### M3 wires, run 1

Bar = 20 microns.
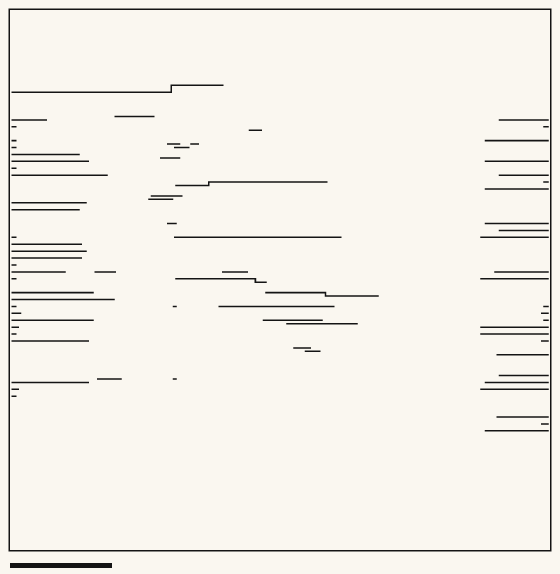
### Cell outlines without signal wires, run 1

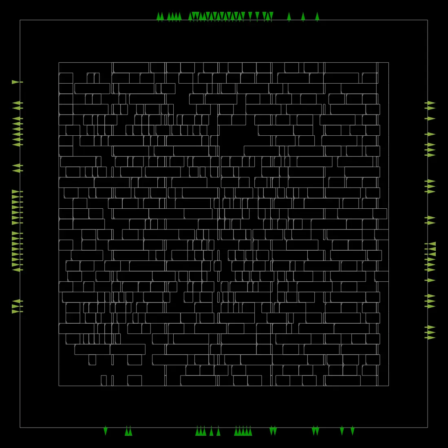
### Cell area per tile, run 1

The die is cut into 11 by 11 equal tiles; black is low, pale yellow is high, 0 to 100% covered.
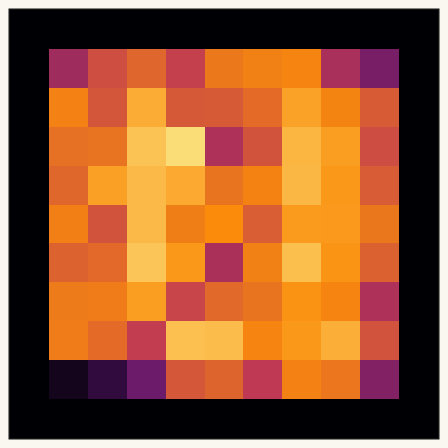
<file path="src/rtl/shader_pkg.sv">
// Shared opcode/state types and decode helpers for the shader accumulator core.
package shader_pkg;

    localparam int OP_W  = 3;
    localparam int ARG_W = 5;

    typedef enum logic [OP_W-1:0] {
        OP_NOP  = 3'd0,
        OP_LDI  = 3'd1,
        OP_IN   = 3'd2,
        OP_OUT  = 3'd3,
        OP_ADD  = 3'd4,
        OP_JMP  = 3'd5,
        OP_JNZ  = 3'd6,
        OP_HALT = 3'd7
    } opcode_e;

    typedef enum logic [2:0] {
        S_IDLE   = 3'd0,
        S_FETCH  = 3'd1,
        S_WAIT   = 3'd2,
        S_FETCH2 = 3'd3,
        S_WAIT2  = 3'd4,
        S_EXEC   = 3'd5,
        S_HALTED = 3'd6
    } state_e;

    // Opcodes that carry a second (operand) byte.
    function automatic logic is_two_byte(input opcode_e op);
        return (op == OP_LDI) || (op == OP_JMP) || (op == OP_JNZ);
    endfunction

endpackage

</file>
<file path="src/rtl/shader_port_bank.sv">
// Output port register bank; a write to an index with no matching port is dropped.
module shader_port_bank
    import shader_pkg::*;
#(
    parameter int NPORTS = 4,
    parameter int WIDTH  = 8
) (
    input  logic                           i_clk,
    input  logic                           i_rst,
    input  logic                           i_we,
    input  logic [ARG_W-1:0]               i_idx,
    input  logic [WIDTH-1:0]               i_wdata,
    output logic [NPORTS-1:0][WIDTH-1:0]   o_port
);

    logic [NPORTS-1:0][WIDTH-1:0] r_port;

    always_ff @(posedge i_clk or posedge i_rst) begin
        if (i_rst) begin
            r_port <= '0;
        end else if (i_we) begin
            // Indices >= NPORTS match no entry, which is exactly the drop behaviour.
            for (int i = 0; i < NPORTS; i++) begin
                if (i_idx == ARG_W'(i)) r_port[i] <= i_wdata;
            end
        end
    end

    assign o_port = r_port;

endmodule

</file>
<file path="src/rtl/shader_core.sv">
// Accumulator sequencer: fetches byte instructions over a strobe/ready memory
// handshake and executes them against NPORTS rx/tx ports.
module shader_core
    import shader_pkg::*;
#(
    parameter int              NPORTS   = 4,
    parameter int              WIDTH    = 8,
    parameter int              PC_W     = 12,
    parameter logic [PC_W-1:0] RESET_PC = '0
) (
    input  logic                          aclk,
    input  logic                          areset,
    input  logic                          rx_enable,
    input  logic [NPORTS-1:0][WIDTH-1:0]  rx_port,
    output logic [NPORTS-1:0][WIDTH-1:0]  tx_port,
    output logic                          tx_halted,
    output logic [PC_W-1:0]               tx_pc,
    output logic                          mem_tx_strobe,
    output logic                          mem_tx_write,
    output logic [PC_W-1:0]               mem_tx_addr,
    input  logic [7:0]                    mem_rx_data,
    input  logic                          mem_rx_ready
);

    state_e            r_state, w_state_next;
    logic [PC_W-1:0]   r_pc;
    logic [WIDTH-1:0]  r_acc;
    logic [7:0]        r_ir;
    logic [7:0]        r_opnd;
    logic              r_halted;

    opcode_e           w_op;
    logic [ARG_W-1:0]  w_arg;
    logic [WIDTH-1:0]  w_rx_sel;
    logic [11:0]       w_jmp_full;
    logic [PC_W-1:0]   w_jmp_tgt;
    logic              w_strobe;
    logic              w_out_we;

    assign w_op       = opcode_e'(r_ir[7:5]);
    assign w_arg      = r_ir[4:0];
    assign w_jmp_full = {w_arg[3:0], r_opnd};
    assign w_jmp_tgt  = w_jmp_full[PC_W-1:0];

    // Ports beyond NPORTS read as zero.
    always_comb begin
        w_rx_sel = '0;
        for (int i = 0; i < NPORTS; i++) begin
            if (w_arg == ARG_W'(i)) w_rx_sel = rx_port[i];
        end
    end

    // NOTE: sequential state uses non-blocking assignments so every register
    // samples pre-edge values regardless of block ordering.
    always_ff @(posedge aclk or posedge areset) begin
        if (areset) r_state <= S_IDLE;
        else        r_state <= w_state_next;
    end

    // NOTE: every output of this block gets a default first, so no path infers a latch.
    always_comb begin
        w_state_next = r_state;
        w_strobe     = 1'b0;
        w_out_we     = 1'b0;
        case (r_state)
            S_IDLE:   if (rx_enable) w_state_next = S_FETCH;
            S_FETCH: begin
                w_strobe     = 1'b1;
                w_state_next = S_WAIT;
            end
            S_WAIT: begin
                if (mem_rx_ready)
                    w_state_next = is_two_byte(opcode_e'(mem_rx_data[7:5])) ? S_FETCH2 : S_EXEC;
            end
            S_FETCH2: begin
                w_strobe     = 1'b1;
                w_state_next = S_WAIT2;
            end
            S_WAIT2:  if (mem_rx_ready) w_state_next = S_EXEC;
            S_EXEC: begin
                w_out_we = (w_op == OP_OUT);
                if (w_op == OP_HALT) w_state_next = S_HALTED;
                else                 w_state_next = rx_enable ? S_FETCH : S_IDLE;
            end
            S_HALTED: w_state_next = S_HALTED;
            default:  w_state_next = S_IDLE;
        endcase
    end

    always_ff @(posedge aclk or posedge areset) begin
        if (areset) begin
            r_pc     <= RESET_PC;
            r_acc    <= '0;
            r_ir     <= '0;
            r_opnd   <= '0;
            r_halted <= 1'b0;
        end else begin
            case (r_state)
                S_WAIT: begin
                    if (mem_rx_ready) begin
                        r_ir <= mem_rx_data;
                        r_pc <= r_pc + PC_W'(1);
                    end
                end
                S_WAIT2: begin
                    if (mem_rx_ready) begin
                        r_opnd <= mem_rx_data;
                        r_pc   <= r_pc + PC_W'(1);
                    end
                end
                S_EXEC: begin
                    // A taken jump replaces the increment already applied during fetch.
                    case (w_op)
                        OP_LDI:  r_acc    <= WIDTH'(r_opnd);
                        OP_IN:   r_acc    <= w_rx_sel;
                        OP_ADD:  r_acc    <= r_acc + w_rx_sel;
                        OP_JMP:  r_pc     <= w_jmp_tgt;
                        OP_JNZ:  if (r_acc != '0) r_pc <= w_jmp_tgt;
                        OP_HALT: r_halted <= 1'b1;
                        default: ;
                    endcase
                end
                default: ;
            endcase
        end
    end

    shader_port_bank #(
        .NPORTS (NPORTS),
        .WIDTH  (WIDTH)
    ) u_port_bank (
        .i_clk   (aclk),
        .i_rst   (areset),
        .i_we    (w_out_we),
        .i_idx   (w_arg),
        .i_wdata (r_acc),
        .o_port  (tx_port)
    );

    assign tx_halted     = r_halted;
    assign tx_pc         = r_pc;
    assign mem_tx_strobe = w_strobe;
    assign mem_tx_write  = 1'b0;
    assign mem_tx_addr   = r_pc;

endmodule
</file>
<file path="config.mk">
export PLATFORM = sky130hd
export DESIGN_NAME = shader_core
export DESIGN_NICKNAME = d
export VERILOG_FILES = /design/src/rtl/shader_pkg.sv /design/src/rtl/shader_port_bank.sv /design/src/rtl/shader_core.sv
export SDC_FILE = /design/constraint.sdc
export NUM_CORES = 1
export LEC_CHECK = 0
export CAP_MARGIN = 25
export CORE_MARGIN = 10
export CORE_UTILIZATION = 53
export CTS_CLUSTER_SIZE = 24
export DETAILED_ROUTE_END_ITERATION = 8
export HOLD_SLACK_MARGIN = 0.15
export PLACE_DENSITY_LB_ADDON = 0.12
export REMOVE_ABC_BUFFERS = 1
export SLEW_MARGIN = 0
export SYNTH_ARGS = -nofsm -noshare
export SYNTH_HDL_FRONTEND = slang
export SYNTH_SLANG_ARGS = --single-unit
</file>
<file path="constraint.sdc">
create_clock -name aclk -period 5.43 [get_ports aclk]
set_input_delay 1.086 -clock aclk [delete_from_list [all_inputs] [get_ports aclk]]
set_output_delay 1.086 -clock aclk [all_outputs]
set_load 0.05 [all_outputs]
</file>
==> impl_metrics.tcl, run 1 <==
# implementation run metrics
set metrics [dict create \
    run_status "finished clean" \
    setup_viol 0 \
    p_clk_frac 0.405 \
    enable_flop_cells 0 \
    top_layer "met4" \
    powerDensity_nw_per_um2 200 \
    ys_sh_mux 0.188 \
    slew_violations 0 \
    synthCells 359 \
    ys_seq_share 0.457 \
    clockBufferCount 11 \
    combPwrFrac 0.073 \
    placed_area_sq_um 4930 \
    n_antenna_cell 0 \
    dp_cells 535 \
    fin_worst_skew_ns 0.00766 \
    syn_avg_cell_area_sq_um 11.0 \
    die_h_microns 106 \
    synth.cell_area_sq_um 3950 \
    path_buffers 1 \
    grt_remaining_overflow 0 \
    io_pins 103 \
    cpLargestDelayFamily "AND-OR/OR-AND gates" \
    hold_path.class "reg -> reg" \
    lay_top_count "clkdlybuf4s50_1" \
    pg_comb_mw 0.0746 \
    antenna_found_initial 0 \
    synth.distinct_cells 53 \
    die-area_sq_um 11300 \
    cp_cell_sequence "clkdlybuf4s50_1 > mux4_2 > and2_1 > ha_1 > a211oi_1 > a21oi_1 > o41ai_1 > nor4_1 > a221oi_1 > o22ai_1" \
    n_tap_cell 99 \
    power_leader "sequential cells" \
    yosys_area_sq_um 3950 \
    inverters 12 \
    use_met2 0.300 \
    rows 31 \
    xor_share 0.00888 \
    yosysWarnings 0 \
    path_class "in -> reg" \
    grt_pass1_vias 3249 \
    hold_viol_final 0 \
    use_met1 0.209 \
    gp_congestion 0.876 \
    cts_hold_buf 0 \
    layout-drive-gt1-share 0.195 \
    ant_nets 0 \
    logic_gates 249 \
    synthFlopType "dfrtp_1" \
    grt_pass1_wl_microns 16300 \
    dominant_cells "multi-input combinational cells" \
    min_period_ns 3.62 \
    cp_max_fo 3 \
    hp-start "tx_halted$_DFFE_PP0P_" \
    fmax_ghz 0.277 \
    syn_to_final_growth_pct 29.8 \
    grt_max_degree 41 \
    yosysTopAreaCellShare 0.457 \
    fa_ha_area_frac 0.0336 \
    synth.largest_area_cell "dfrtp_1" \
    lay_top_cells "101 x clkdlybuf4s50_1, 72 x dfrtp_1, 48 x mux2_2, 30 x nand2_1, 29 x a21oi_1" \
    r2r_setup_slack_ns 1.92 \
    holdPathEnd "tx_halted$_DFFE_PP0P_" \
    ctsResizeCount 0 \
    largest_reg_flops 32 \
    rr_endpoint "r_acc[7]$_DFFE_PP0P_" \
    ys_cells 359 \
    tightest_slew_ns 0.911 \
    rsz0062_at_grt "no" \
    relSlewSlack 0.390 \
]
## Picture notes: 'M3 wires'
- main direction: horizontal
- wire length on this layer: 687 microns
- longest straight run: 32.7 microns
- share of all routed wire: 6.9%
drt total wl: 9960 microns
Global Route met3 Usage: 0.0592
via count: 3093

## Picture notes: 'Cell outlines without signal wires'
Filler Cell Count: 590
Seq/total area: 0.352

## Picture notes: 'Cell area per tile'
- nearly empty tiles: 33%
- emptiest ninth of the die: lower left
- tiles over 75% full: 20%
- densest ninth of the die: centre
- mean over tiles: 44%
fin util: 0.706
Starting Density: 0.544
Core ar.: 7250 sq um

--- run 2 (diff from run 1) ---
--- a/config.mk
+++ b/config.mk
@@ -7,7 +7,7 @@
 export LEC_CHECK = 0
 export CAP_MARGIN = 25
 export CORE_MARGIN = 10
-export CORE_UTILIZATION = 53
+export CORE_UTILIZATION = 49
 export CTS_CLUSTER_SIZE = 24
 export DETAILED_ROUTE_END_ITERATION = 8
 export HOLD_SLACK_MARGIN = 0.15
==> constraint.sdc (replaced) <==
create_clock -name aclk -period 3.65 [get_ports aclk]
set_input_delay 0.73 -clock aclk [delete_from_list [all_inputs] [get_ports aclk]]
set_output_delay 0.73 -clock aclk [all_outputs]
set_load 0.05 [all_outputs]
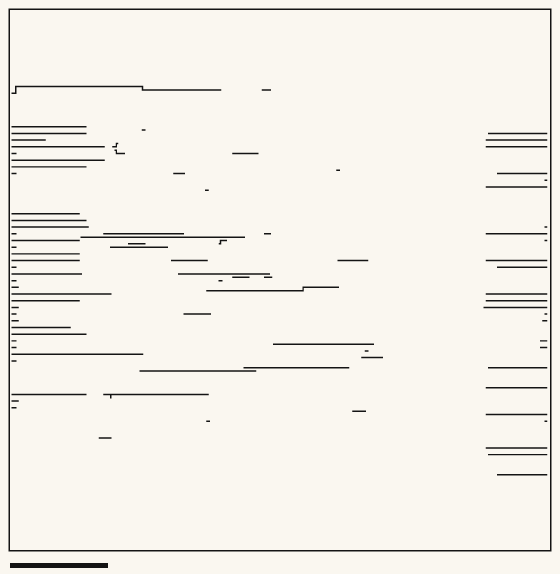
*M3 wires, run 2*
Bar = 20 microns.
- nets with wire on the layer: 80
- main direction: horizontal
- share of all routed wire: 7.8%
- wire length on this layer: 795 microns
- longest straight run: 33.1 microns
drt total wl: 10200 microns
Global Route met3 Usage: 0.0538
via count: 3152

==> impl_metrics.tcl, run 2 <==
# implementation run metrics
set metrics [dict create \
    lay_top_cells "101 x clkdlybuf4s50_1, 72 x dfrtp_1, 48 x mux2_2, 30 x nand2_1, 29 x a21oi_1" \
    cts_hold_buf 0 \
    yosysWarnings 0 \
    path_class "reg -> reg" \
    antenna_found_initial 0 \
    design.core.area_sq_um 7770 \
    fp_util 0.508 \
    pg_comb_mw 0.116 \
    combPwrFrac 0.069 \
    largest_reg_flops 32 \
    clockBufferCount 11 \
    fin_worst_skew_ns 0.0167 \
    ant_nets 0 \
    fmax_ghz 0.303 \
    grt_remaining_overflow 0 \
    ys_seq_share 0.457 \
    synth.distinct_cells 53 \
    tightest_slew_ns 0.797 \
    logic_gates 249 \
    synthCells 359 \
    yosysTopAreaCellShare 0.457 \
    r2r_setup_slack_ns 0.35 \
    grt_pass1_vias 3277 \
    die_h_microns 110 \
    holdPathEnd "tx_halted$_DFFE_PP0P_" \
    rsz0062_at_grt "no" \
    syn_to_final_growth_pct 32.0 \
    use_met2 0.290 \
    gp_congestion 0.828 \
    numCtsBuffers 9 \
    hold_path.class "reg -> reg" \
    ys_cells 359 \
    yosys_area_sq_um 3950 \
    syn_avg_cell_area_sq_um 11.0 \
    n_antenna_cell 0 \
    power_leader "sequential cells" \
    relSlewSlack 0.466 \
    cp_max_fo 9 \
    cpLargestDelayFamily "AND-OR/OR-AND gates" \
    layout-drive-gt1-share 0.200 \
    run_status "finished clean" \
    synthFlopType "dfrtp_1" \
    p_clk_frac 0.458 \
    final_util 0.671 \
    clockBufferDepth 2 \
    placed_area_sq_um 4960 \
    dp_cells 541 \
    n_tap_cell 102 \
    ys_sh_mux 0.188 \
    dominant_cells "multi-input combinational cells" \
    comb_area_frac 0.370 \
    xor_share 0.00888 \
    powerDensity_nw_per_um2 324 \
    grt_pass1_wl_microns 16400 \
    grt_max_degree 41 \
    rows 32 \
    synth.largest_area_cell "dfrtp_1" \
    top_layer "met4" \
    fa_ha_area_frac 0.0336 \
    setup_viol 0 \
    cp_cell_sequence "buf_4 > mux4_2 > and2_1 > ha_1 > o21ai_0 > a21oi_1 > o41ai_1 > buf_4 > a31o_2 > a221oi_1 > o22ai_1" \
    hp-start "tx_halted$_DFFE_PP0P_" \
    num-fill-cells 621 \
    ctsResizeCount 0 \
    seq-cell-share 0.346 \
    min_period_ns 3.30 \
    inverters 12 \
    io_pins 103 \
    enable_flop_cells 0 \
    slew_violations 0 \
]
--- run 3 (diff from run 2) ---
--- a/config.mk
+++ b/config.mk
@@ -6,7 +6,7 @@
 export NUM_CORES = 1
 export LEC_CHECK = 0
 export CAP_MARGIN = 25
-export CORE_MARGIN = 10
+export CORE_MARGIN = 2
 export CORE_UTILIZATION = 49
 export CTS_CLUSTER_SIZE = 24
 export DETAILED_ROUTE_END_ITERATION = 8
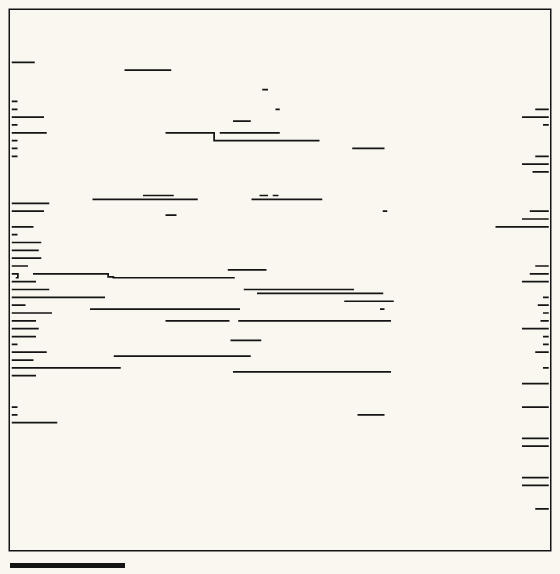
*M3 wires, run 3*
Bar = 20 microns.
- longest straight run: 27.1 microns
- nets with wire on the layer: 77
- wire length on this layer: 531 microns
- main direction: horizontal
via count: 3124
Global Route met3 Usage: 0.0377
drt total wl: 9410 microns

==> impl_metrics.tcl, run 3 <==
# implementation run metrics
set metrics [dict create \
    slew_violations 0 \
    ctsResizeCount 0 \
    die_h_microns 93.7 \
    inverters 12 \
    hp-start "tx_halted$_DFFE_PP0P_" \
    synth.distinct_cells 53 \
    lay_top_cells "101 x clkdlybuf4s50_1, 72 x dfrtp_1, 48 x mux2_2, 30 x nand2_1, 29 x a21oi_1" \
    io_pins 103 \
    rsz0062_at_grt "no" \
    synthFlopType "dfrtp_1" \
    die-area_sq_um 8790 \
    rr_endpoint "r_acc[6]$_DFFE_PP0P_" \
    p_clk_frac 0.403 \
    ys_seq_share 0.457 \
    n_antenna_cell 0 \
    hold_path.class "reg -> reg" \
    run_status "finished clean" \
    pg_comb_mw 0.116 \
    synth.cell_area_sq_um 3950 \
    ys_sh_mux 0.188 \
    relSlewSlack 0.479 \
    grt_remaining_overflow 0 \
    powerDensity_nw_per_um2 297 \
    synthCells 359 \
    grt_pass1_wl_microns 15100 \
    min_period_ns 3.18 \
    largest_reg_flops 32 \
    syn_to_final_growth_pct 30.5 \
    logic_gates 249 \
    fa_ha_area_frac 0.0336 \
    antenna_found_initial 0 \
    r2r_setup_slack_ns 0.47 \
    num-fill-cells 645 \
    cts_hold_buf 0 \
    dominant_cells "multi-input combinational cells" \
    use_met1 0.309 \
    clockBufferCount 10 \
    n_tap_cell 102 \
    clockBufferDepth 2 \
    cpLargestDelayFamily "multiplexers" \
    tightest_slew_ns 0.778 \
    comb_area_frac 0.375 \
    numCtsBuffers 9 \
    cp_max_fo 10 \
    use_met2 0.351 \
    path_class "reg -> reg" \
]

==> layout pictures side by side <==
I/O nets highlighted.
picture 1
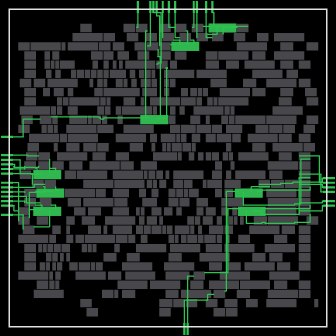
picture 2
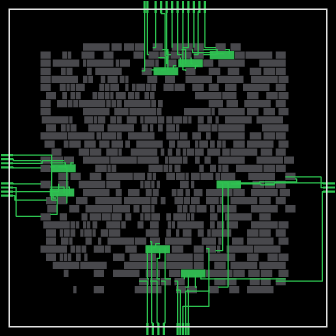
picture 3
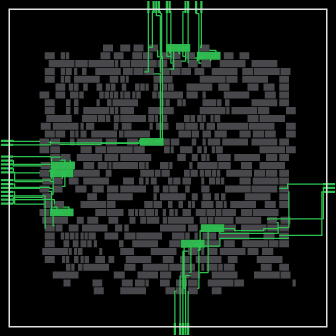
For run 3, see picture 1.
For run 1, see picture 2.
For run 2, see picture 3.

